==> images/sizing.png <==
Drawn at 4 px/um.
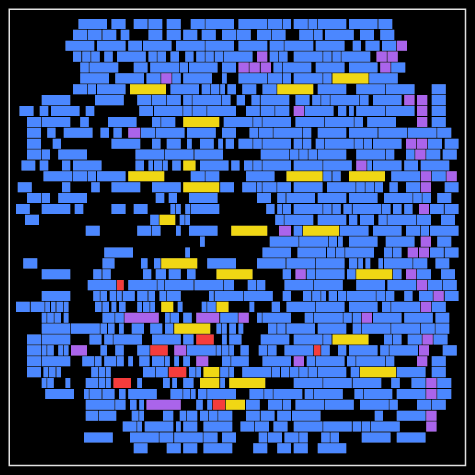
==> images/port_trees.png <==
Drawn at 2 px/um.
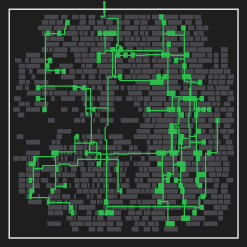
==> config.mk <==
export PLATFORM = sky130hd
export DESIGN_NAME = systolic_feeder
export DESIGN_NICKNAME = d
export VERILOG_FILES = /design/src/rtl/systolic_pkg.sv /design/src/rtl/skew_line.sv /design/src/rtl/systolic_feeder.sv
export SDC_FILE = /design/constraint.sdc
export NUM_CORES = 1
export LEC_CHECK = 0
export CAP_MARGIN = 20
export CORE_UTILIZATION = 49
export DETAILED_ROUTE_END_ITERATION = 12
export GPL_TIMING_DRIVEN = 0
export PLACE_DENSITY = 0.9
export SLEW_MARGIN = 20
export SYNTH_ARGS = -nofsm -noshare
export SYNTH_HDL_FRONTEND = slang
export SYNTH_SLANG_ARGS = --single-unit
==> constraint.sdc <==
create_clock -name I_CLK -period 2.29 [get_ports I_CLK]
set_input_delay 0.229 -clock I_CLK [delete_from_list [all_inputs] [get_ports I_CLK]]
set_output_delay 0.229 -clock I_CLK [all_outputs]
set_load 0.05 [all_outputs]
==> qor.yml <==
outcome:
  outcome: "complete, no violations"
synth:
  ys.flops: 190
  dominantRegCellSynth: "dfxtp_1"
  synth.avg_cell_area_um2: 10.99
  topCellsByArea: "dfxtp_1 62%, nor2b_1 10%, and3_1 6.9%"
  top_area_cell: "dfxtp_1"
  xor_area_share_pct: 1.864
  synthDominantCellAreaShare_pct: 62.26
  top_cells_by_count: "190 x dfxtp_1, 99 x nor2b_1, 67 x and3_1"
  yosys.area_share.simple_pct: 24.33
  postSynthSeqShare_pct: 62.26
  syn_area_um2: 6110
power_and_ir_drop:
  power_leader: "sequential cells"
  vdd_drop_max_mv: 0.4809
  p_leak_nw: 3.509
  netSwitchingFraction_pct: 24.91
  powerDensity_nw_per_um2: 817.0
worst_hold_path:
  min_path_cells: 3
final_layout:
  flops: 190
  clkbuf_count: 19
  final_layout_size_suffix_gt1_share_pct: 10.78
  buffer_area_share_pct: 22.85
  nFillCells: 869
  largest_reg_flops: 99
clock_network:
  cts_setup_buffers: 0
  cts_tree: "built"
  path_clk_slew_ps: 70
  numCtsBuffers: 17
  cts-root-buf: "clkbuf_16"
place:
  dp.cells: 871
  placed_area_um2: 7791
detailed_routing:
  ant_nets: 0
  met1Wirelength_um: 5178
  drt-pass1-iter-count: 4
  wl_met3_um: 808
  vias: 4289
setup_path:
  slowest_stage: "dfxtp_1"
  crit_required_ps: 2610
  cp_top_family: "AND-OR/OR-AND gates"
final_timing:
  fmax_mhz: 498.4
  finalHoldViolations: 0
grt:
  antenna_found_initial: 0
die:
  design.core.area_um2: 12060
## Picture notes: sizing.png
yellow -> x6 and larger  # cells 24, share 3.3%
red -> x2  # cells 7, share 0.95%
blue -> x1 and smaller  # cells 654, share 89%
purple -> x3 and x4  # cells 48, share 6.5%
P&R area growth vs syn: 36.04%
Buffers, non-clock: 214
final design area excluding fillers: 8312 um^2

## Picture notes: port_trees.png
green -> I_SYNC_RST  # direction input, edge top, end cells 124, wire 1,270 um
port bufs: 147
Top Ports: 148

